[src/rtl/world_controller_if.sv]
// Signal bundle between the game-flow controller and the rest of the game:
// frame/key/position/collision inputs and the world-select, freeze and
// status outputs.
//
// Handshake: there is no valid/ready pair on this bundle. frame_tick and
// start are single-cycle strobes that are acted on in the cycle they are
// high. hit_hazard and the position/exit buses are levels sampled on
// frame_tick cycles. world_load and player_respawn are single-cycle
// strobes. All other outputs are registered levels.
interface world_controller_if;
  logic             frame_tick;
  logic             start;
  logic [9:0]       player_x;
  logic [9:0]       player_y;
  logic [1:0][9:0]  info_exit;
  logic             hit_hazard;
  logic [1:0]       selector_value;
  logic             world_load;
  logic             player_respawn;
  logic             freeze;
  logic [1:0]       lives;
  logic             game_over;
  logic             game_won;
  logic [2:0]       state_dbg;

  // Drives the game inputs and observes the controller.
  modport master (
    output frame_tick, start, player_x, player_y, info_exit, hit_hazard,
    input  selector_value, world_load, player_respawn, freeze, lives,
           game_over, game_won, state_dbg
  );

  // The controller itself.
  modport slave (
    input  frame_tick, start, player_x, player_y, info_exit, hit_hazard,
    output selector_value, world_load, player_respawn, freeze, lives,
           game_over, game_won, state_dbg
  );
endinterface

[src/rtl/world_controller.sv]
// Game-flow controller: sequences load, play, death, level-clear, game-over
// and win phases, selects the active world and keeps the life count.
// Every output is a flop. Each output's next value is derived from the next
// state, so the outputs line up with state_dbg in the same cycle.
module world_controller #(
  parameter int NUM_WORLDS       = 2,
  parameter int LIVES_INIT       = 3,
  parameter int EXIT_TOL         = 8,
  parameter int EXIT_HOLD_FRAMES = 4,
  parameter int DEATH_FRAMES     = 60,
  parameter int CLEAR_FRAMES     = 90
) (
  input  logic                Clk,
  input  logic                Reset,
  world_controller_if.slave   bus
);

  localparam int FRAME_MAX = (DEATH_FRAMES > CLEAR_FRAMES) ? DEATH_FRAMES : CLEAR_FRAMES;
  localparam int HOLD_W    = $clog2(EXIT_HOLD_FRAMES + 1);
  localparam int FRAME_W   = $clog2(FRAME_MAX + 1);

  typedef enum logic [2:0] {
    S_IDLE  = 3'd0,
    S_LOAD  = 3'd1,
    S_PLAY  = 3'd2,
    S_DYING = 3'd3,
    S_CLEAR = 3'd4,
    S_OVER  = 3'd5,
    S_WON   = 3'd6
  } state_t;

  state_t              state_q, state_d;
  logic [1:0]          sel_q, sel_d;
  logic [1:0]          lives_q, lives_d;
  logic [HOLD_W-1:0]   hold_q, hold_d;
  logic [FRAME_W-1:0]  frame_q, frame_d;
  logic                world_load_q, world_load_d;
  logic                respawn_q, respawn_d;
  logic                freeze_q, freeze_d;
  logic                over_q, over_d;
  logic                won_q, won_d;

  logic [9:0]          dx, dy;
  logic                in_exit;
  logic [HOLD_W-1:0]   hold_inc;
  logic [FRAME_W-1:0]  frame_inc;

  // Exit hit test: per-axis distance taken as larger minus smaller, so no wrap.
  always_comb begin
    dx        = (bus.player_x >= bus.info_exit[0]) ? (bus.player_x - bus.info_exit[0])
                                                   : (bus.info_exit[0] - bus.player_x);
    dy        = (bus.player_y >= bus.info_exit[1]) ? (bus.player_y - bus.info_exit[1])
                                                   : (bus.info_exit[1] - bus.player_y);
    in_exit   = (dx < 10'(EXIT_TOL)) && (dy < 10'(EXIT_TOL));
    hold_inc  = hold_q + HOLD_W'(1);
    frame_inc = frame_q + FRAME_W'(1);
  end

  // Next-state, world/lives bookkeeping and registered-output preparation.
  always_comb begin
    state_d = state_q;
    sel_d   = sel_q;
    lives_d = lives_q;
    hold_d  = hold_q;
    frame_d = frame_q;

    case (state_q)
      S_IDLE: begin
        if (bus.start) begin
          state_d = S_LOAD;
          sel_d   = 2'd0;
          lives_d = 2'(LIVES_INIT);
        end
      end
      S_LOAD: begin
        state_d = S_PLAY;
        hold_d  = '0;
      end
      S_PLAY: begin
        if (bus.frame_tick) begin
          if (bus.hit_hazard) begin
            state_d = S_DYING;
          end else if (in_exit) begin
            if (hold_inc == HOLD_W'(EXIT_HOLD_FRAMES)) state_d = S_CLEAR;
            else                                       hold_d  = hold_inc;
          end else begin
            hold_d = '0;
          end
        end
      end
      S_DYING: begin
        if (bus.frame_tick) begin
          if (frame_inc == FRAME_W'(DEATH_FRAMES)) begin
            if (lives_q == 2'd1) begin
              state_d = S_OVER;
              lives_d = 2'd0;
            end else begin
              state_d = S_LOAD;
              lives_d = lives_q - 2'd1;
            end
          end else begin
            frame_d = frame_inc;
          end
        end
      end
      S_CLEAR: begin
        if (bus.frame_tick) begin
          if (frame_inc == FRAME_W'(CLEAR_FRAMES)) begin
            if (sel_q == 2'(NUM_WORLDS - 1)) begin
              state_d = S_WON;
            end else begin
              state_d = S_LOAD;
              sel_d   = sel_q + 2'd1;
            end
          end else begin
            frame_d = frame_inc;
          end
        end
      end
      S_OVER, S_WON: begin
        if (bus.start) begin
          state_d = S_LOAD;
          sel_d   = 2'd0;
          lives_d = 2'(LIVES_INIT);
        end
      end
      default: state_d = S_IDLE;
    endcase

    // Every state entry starts its counters from zero.
    if (state_d != state_q) begin
      hold_d  = '0;
      frame_d = '0;
    end

    world_load_d = (state_d == S_LOAD);
    respawn_d    = (state_d == S_LOAD);
    freeze_d     = (state_d != S_PLAY);
    over_d       = (state_d == S_OVER);
    won_d        = (state_d == S_WON);
  end

  // State, counters and output registers.
  always_ff @(posedge Clk or negedge Reset) begin
    if (!Reset) begin
      state_q      <= S_IDLE;
      sel_q        <= 2'd0;
      lives_q      <= 2'(LIVES_INIT);
      hold_q       <= '0;
      frame_q      <= '0;
      world_load_q <= 1'b0;
      respawn_q    <= 1'b0;
      freeze_q     <= 1'b1;
      over_q       <= 1'b0;
      won_q        <= 1'b0;
    end else begin
      state_q      <= state_d;
      sel_q        <= sel_d;
      lives_q      <= lives_d;
      hold_q       <= hold_d;
      frame_q      <= frame_d;
      world_load_q <= world_load_d;
      respawn_q    <= respawn_d;
      freeze_q     <= freeze_d;
      over_q       <= over_d;
      won_q        <= won_d;
    end
  end

  assign bus.selector_value = sel_q;
  assign bus.lives          = lives_q;
  assign bus.world_load     = world_load_q;
  assign bus.player_respawn = respawn_q;
  assign bus.freeze         = freeze_q;
  assign bus.game_over      = over_q;
  assign bus.game_won       = won_q;
  assign bus.state_dbg      = state_q;

endmodule
[src/flat_wrapper.sv]
// flat-port wrapper written by rule: the top's interface ports become plain ports
module world_controller_flat 
#(
  parameter int NUM_WORLDS       = 2,
  parameter int LIVES_INIT       = 3,
  parameter int EXIT_TOL         = 8,
  parameter int EXIT_HOLD_FRAMES = 4,
  parameter int DEATH_FRAMES     = 60,
  parameter int CLEAR_FRAMES     = 90
)
  (Clk, Reset, bus_frame_tick, bus_start, bus_player_x, bus_player_y, bus_info_exit, bus_hit_hazard, bus_selector_value, bus_world_load, bus_player_respawn, bus_freeze, bus_lives, bus_game_over, bus_game_won, bus_state_dbg);
  world_controller_if bus_i ();
  input  logic Clk;
  input  logic Reset;
  input wire logic [$bits(bus_i.frame_tick)-1:0] bus_frame_tick;
  input wire logic [$bits(bus_i.start)-1:0] bus_start;
  input wire logic [$bits(bus_i.player_x)-1:0] bus_player_x;
  input wire logic [$bits(bus_i.player_y)-1:0] bus_player_y;
  input wire logic [$bits(bus_i.info_exit)-1:0] bus_info_exit;
  input wire logic [$bits(bus_i.hit_hazard)-1:0] bus_hit_hazard;
  output wire logic [$bits(bus_i.selector_value)-1:0] bus_selector_value;
  output wire logic [$bits(bus_i.world_load)-1:0] bus_world_load;
  output wire logic [$bits(bus_i.player_respawn)-1:0] bus_player_respawn;
  output wire logic [$bits(bus_i.freeze)-1:0] bus_freeze;
  output wire logic [$bits(bus_i.lives)-1:0] bus_lives;
  output wire logic [$bits(bus_i.game_over)-1:0] bus_game_over;
  output wire logic [$bits(bus_i.game_won)-1:0] bus_game_won;
  output wire logic [$bits(bus_i.state_dbg)-1:0] bus_state_dbg;
  assign bus_i.frame_tick = bus_frame_tick;
  assign bus_i.start = bus_start;
  assign bus_i.player_x = bus_player_x;
  assign bus_i.player_y = bus_player_y;
  assign bus_i.info_exit = bus_info_exit;
  assign bus_i.hit_hazard = bus_hit_hazard;
  assign bus_selector_value = bus_i.selector_value;
  assign bus_world_load = bus_i.world_load;
  assign bus_player_respawn = bus_i.player_respawn;
  assign bus_freeze = bus_i.freeze;
  assign bus_lives = bus_i.lives;
  assign bus_game_over = bus_i.game_over;
  assign bus_game_won = bus_i.game_won;
  assign bus_state_dbg = bus_i.state_dbg;
  world_controller #(.NUM_WORLDS(NUM_WORLDS), .LIVES_INIT(LIVES_INIT), .EXIT_TOL(EXIT_TOL), .EXIT_HOLD_FRAMES(EXIT_HOLD_FRAMES), .DEATH_FRAMES(DEATH_FRAMES), .CLEAR_FRAMES(CLEAR_FRAMES)) u_core (.Clk(Clk), .Reset(Reset), .bus(bus_i));
endmodule
[config.mk]
export PLATFORM = sky130hd
export DESIGN_NAME = world_controller_flat
export DESIGN_NICKNAME = d
export VERILOG_FILES = /design/src/rtl/world_controller_if.sv /design/src/rtl/world_controller.sv /design/src/flat_wrapper.sv
export SDC_FILE = /design/constraint.sdc
export NUM_CORES = 1
export LEC_CHECK = 0
export CORE_MARGIN = 10
export CORE_UTILIZATION = 41
export DETAILED_ROUTE_END_ITERATION = 16
export GPL_TIMING_DRIVEN = 1
export PLACE_DENSITY = 0.64
export SLEW_MARGIN = 20
export SYNTH_ARGS = -nofsm -noshare
export SYNTH_HDL_FRONTEND = slang
export SYNTH_SLANG_ARGS = --single-unit
[constraint.sdc]
create_clock -name Clk -period 4.5 [get_ports Clk]
set_clock_uncertainty 0.05 [all_clocks]
set_input_delay 0.45 -clock Clk [delete_from_list [all_inputs] [get_ports Clk]]
set_output_delay 0.45 -clock Clk [all_outputs]
set_load 0.01 [all_outputs]
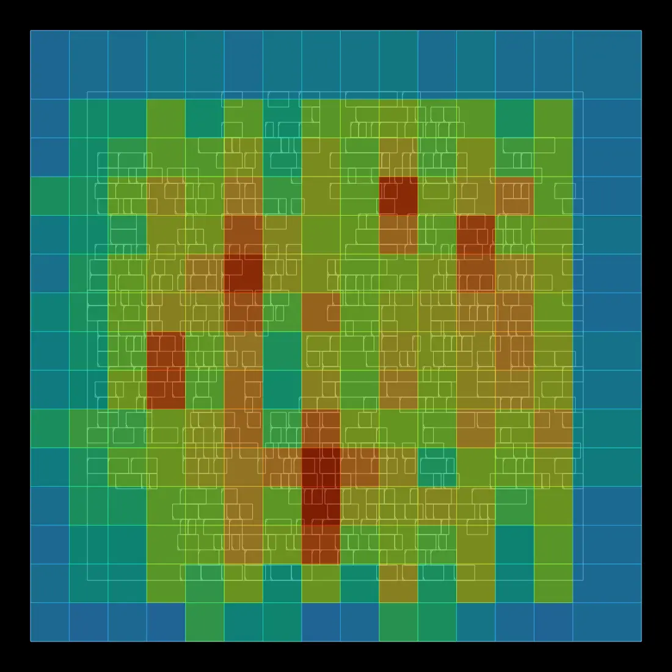
**Above:** routing congestion.
gr busiest metal: met2
met2 usage: 0.2151
met1 capacity usage during global routing: 0.1656

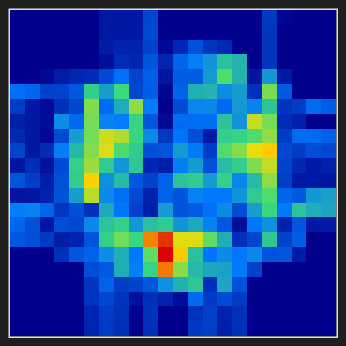
**Above:** wiring heat map.
(3 px per µm) The die is cut into 22 by 22 equal tiles; dark blue is low, red is high, scaled to the fullest tile. Values are wire area over tile area, all layers added.
tiles over half the peak: 7.6%
nearly empty tiles: 29%
emptiest ninth of the die: bottom right
mean over tiles: 0.10
fullest tile: 0.55
final WL: 7637 µm
Avg WL per Cell: 13.12 µm
via count: 3136

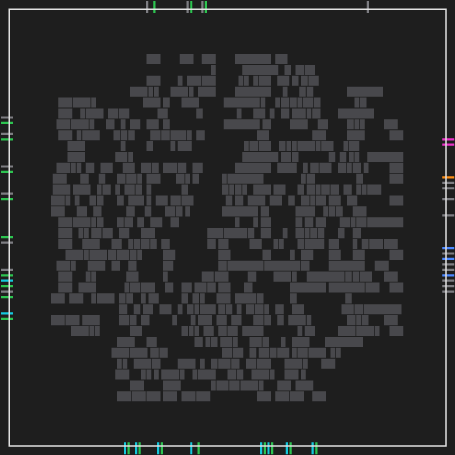
**Above:** ports around the boundary.
(4 px per µm) Pins as bars across the die edge, other pins in gray.
[magenta] `bus_selector_value` | pins: 2 | direction: output | edge: right
[blue] `bus_state_dbg` | pins: 3 | direction: output | edge: right
[orange] `bus_frame_tick` | pins: 1 | direction: input | edge: right
[green] `bus_info_exit` | pins: 20 | direction: input | edge: 9 left, 8 bottom, 3 top
[cyan] `bus_player_x` | pins: 10 | direction: input | edge: 8 bottom, 2 left
all pins by edge: 18 left, 16 right, 16 bottom, 7 top
Die Y: 108.8 µm
IO buf count: 56
die width: 108.8 µm

==> flow_summary_export.csv <==
group,metric,value,unit
status,status,"finished, final reports clean",
layout,regMostFlops,"u_core.frame_q",
synthesis,async_flop_share,1.000,
power_and_ir_drop,comb_power_share,0.586,
grt,grt_max_degree,22,
layout,syn2layout_area_growth,20.85,%
clock_network,cts_tree,"yes",
layout,fill_cells,781,
timing,rsz0062_at_grt,"no",
setup_path,crit_type,"in2reg",
route,drtPass1Iterations,4,
layout,inverters,59,
floorplanning,io_pins,57,
setup_path,crit_path_end_kind,"flop",
power_and_ir_drop,p_comb,0.000555,W
synthesis,syn-cell-area,0.003234,mm²
setup_path,r2r_start,"u_core.frame_q[0]",
layout,flops,21,
layout,comb_area_frac,0.6162,
setup_path,worstRegToRegCells,10,
timing,worst_pin_slew,922.3,ps
floorplanning,rows,32,
job,cap_violations,0,
clock_network,cts-buffers-inserted,3,
timing,maxSlewViolCount,0,
synthesis,ys_ff,21,
placed_design,place_inst,578,
synthesis,yosysTopAreaCellShare,0.1702,
power_and_ir_drop,seq-power,0.000267,W
placed_design,place_ws,315.6,ps
layout,clkbuf_count,3,
power_and_ir_drop,clkPwrFrac,0.132,
synthesis,avgSynthCellArea,7.470,µm²
setup_path,r2r_end,"u_core.frame_q[4]",
timing,slew_headroom,0.3832,
layout,buffers,58,
hold_path,hp-class,"reg2reg",
setup_path,cp_num_cells,12,
hold_path,worstHoldStart,"u_core.bus.selector_value[1]",
floorplanning,fp_util,0.4207,
synthesis,synthTopCellsByCount,"inv_1, ha_1, nand2_1, o21ai_0, nor2_1",
timing,fin_ws,593.6,ps
synthesis,ys_area,0.003234,mm²
synthesis,syn_inst,433,
timing,final_hold_viol_count,0,
route,ant_nets,0,
clock_network,cts_resized,0,
setup_path,cp_cell_sequence,"clkdlybuf4s50_1 -> inv_1 -> ha_1 -> a21oi_1 -> o221a_1 -> a21bo_2 -> a32oi_1 -> or4b_1 -> a31o_1 -> or4_4 -> a21oi_4 -> nor2_1",
power_and_ir_drop,power.switching,0.0004105,W
synthesis,yosys.area.top_type,"ha_1",
timing,final-setup-viol-count,0,
synthesis,flop_cell,"dfrtp_1",
timing,timing.hold.ws,465.9,ps
layout,post_layout_nonfiller_instances,582,
layout,lay_top_cells,"inv_1, clkdlybuf4s50_1, ha_1",
route,met1_length,3661,µm
synthesis,ys_cells,433,
route,drt_iter0_drc,132,
power_and_ir_drop,cellLeakagePower,1.755,nW
grt,antenna_found_initial,0,
synthesis,edf_count,0,
layout,buffer_area_frac,0.1472,
synthesis,fa_ha_area_frac,0.1702,
synthesis,post-synth-top-count-cell,"inv_1",
job,warning_count,46,
clock_network,cts.hold.buffers_added,0,
synthesis,yosys_warnings,0,
layout,sh_seq_area,0.1354,
layout,antennaDiodeCount,0,
timing,max_freq,0.2560,GHz
floorplanning,chip_area,0.01184,mm²
floorplanning,coreArea,0.007687,mm²
layout,clk_share,0.01184,
route,viasPerCell,5.388,
power_and_ir_drop,p_int,0.0005364,W
route,wl_met2,3592,µm
setup_path,max_stage_delay,550,ps
setup_path,ff2ff_setup_slack,1410,ps
power_and_ir_drop,p_clk,0.000125,W
synthesis,ys_sh_xor,0.04062,
timing,post-route-period-util,0.8681,
clock_network,clk_latency,260,ps
power_and_ir_drop,power_density,242.2,mW/mm²
layout,post-route-cell-area,0.003909,mm²
layout,seqCellArea,529.3,µm²
setup_path,startpoint,"bus_info_exit[5]",
clock_network,post_cts_buffers,0,
setup_path,critPathTopFamily,"AND-OR/OR-AND gates",
setup_path,path_max_fanout,11,
layout,postLayoutCoreUtil,0.5085,
clock_network,root_buffer,"clkbuf_8",
layout,largest_class,"logic gates",
synthesis,simple_gate_area_frac,0.2538,
timing,fin_crit,3906,ps
setup_path,critPathSlowestCell,"or4_4",
synthesis,postSynthSeqShare,0.1636,
synthesis,fp_nets,522,
layout,layout.comb_gates.multi_input,338,
grt,track_usage,0.1257,
synthesis,ys_types,68,
synthesis,ys_sh_aoi,0.2739,
power_and_ir_drop,power_leader,"combinational cells",
clock_network,cts_sinks,21,
synthesis,top_cells_by_area,"ha_1, dfrtp_1, inv_1, o21ai_0, nand2_1",
route,wl_met3,310,µm
timing,fin_tns_setup,0,ps
grt,grt_pass1_vias,2980,
placed_design,dpl-instance-area,0.003862,mm²
layout,layout_top_cell,"inv_1",
floorplanning,taps,102,
clock_network,cts_htree_levels,1,
clock_network,path_clk_slew,80,ps
power_and_ir_drop,p_total,0.0009468,W
clock_network,clockBufferDepth,2,
grt,overflow,0,
power_and_ir_drop,ir_drop,0.1539,mV
setup_path,cp-start-kind,"input pin",
layout,post_route_cells_drive_above_1_share,0.05417,
grt,grt_pass1_wl,12930,µm
synthesis,mux_share,0.006190,
placed_design,gp_congestion,0.8811,
setup_path,arrival,4000,ps
power_and_ir_drop,seqPwrFrac,0.282,
hold_path,whs_path_depth,2,
placed_design,hpwl,6380,µm
hold_path,hold_end,"u_core.bus.selector_value[1]",
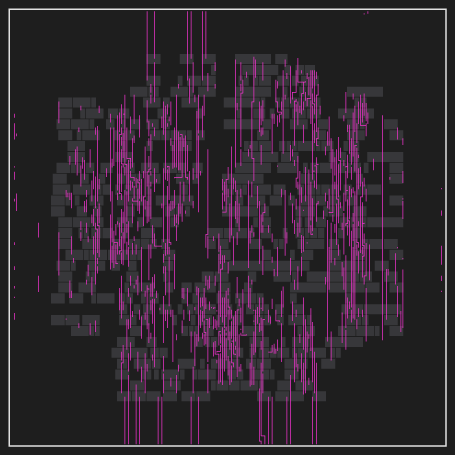
**Above:** signal wires on met2.
(4 px per µm) Cells faint in the background.
main direction: vertical
longest straight run: 56.1 µm
nets with wire on the layer: 468
share of all routed wire: 47%
wire length on this layer: 3590 µm

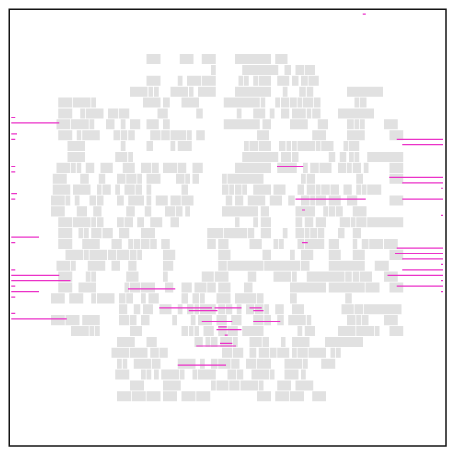
**Above:** the metal 3 layer.
(4 px per µm) Cells faint in the background.
share of all routed wire: 4.1%
wire length on this layer: 311 µm
nets with wire on the layer: 49
met3 global-route usage: 0.01357

No activity file was given, so power comes from the tool's default toggle rates.
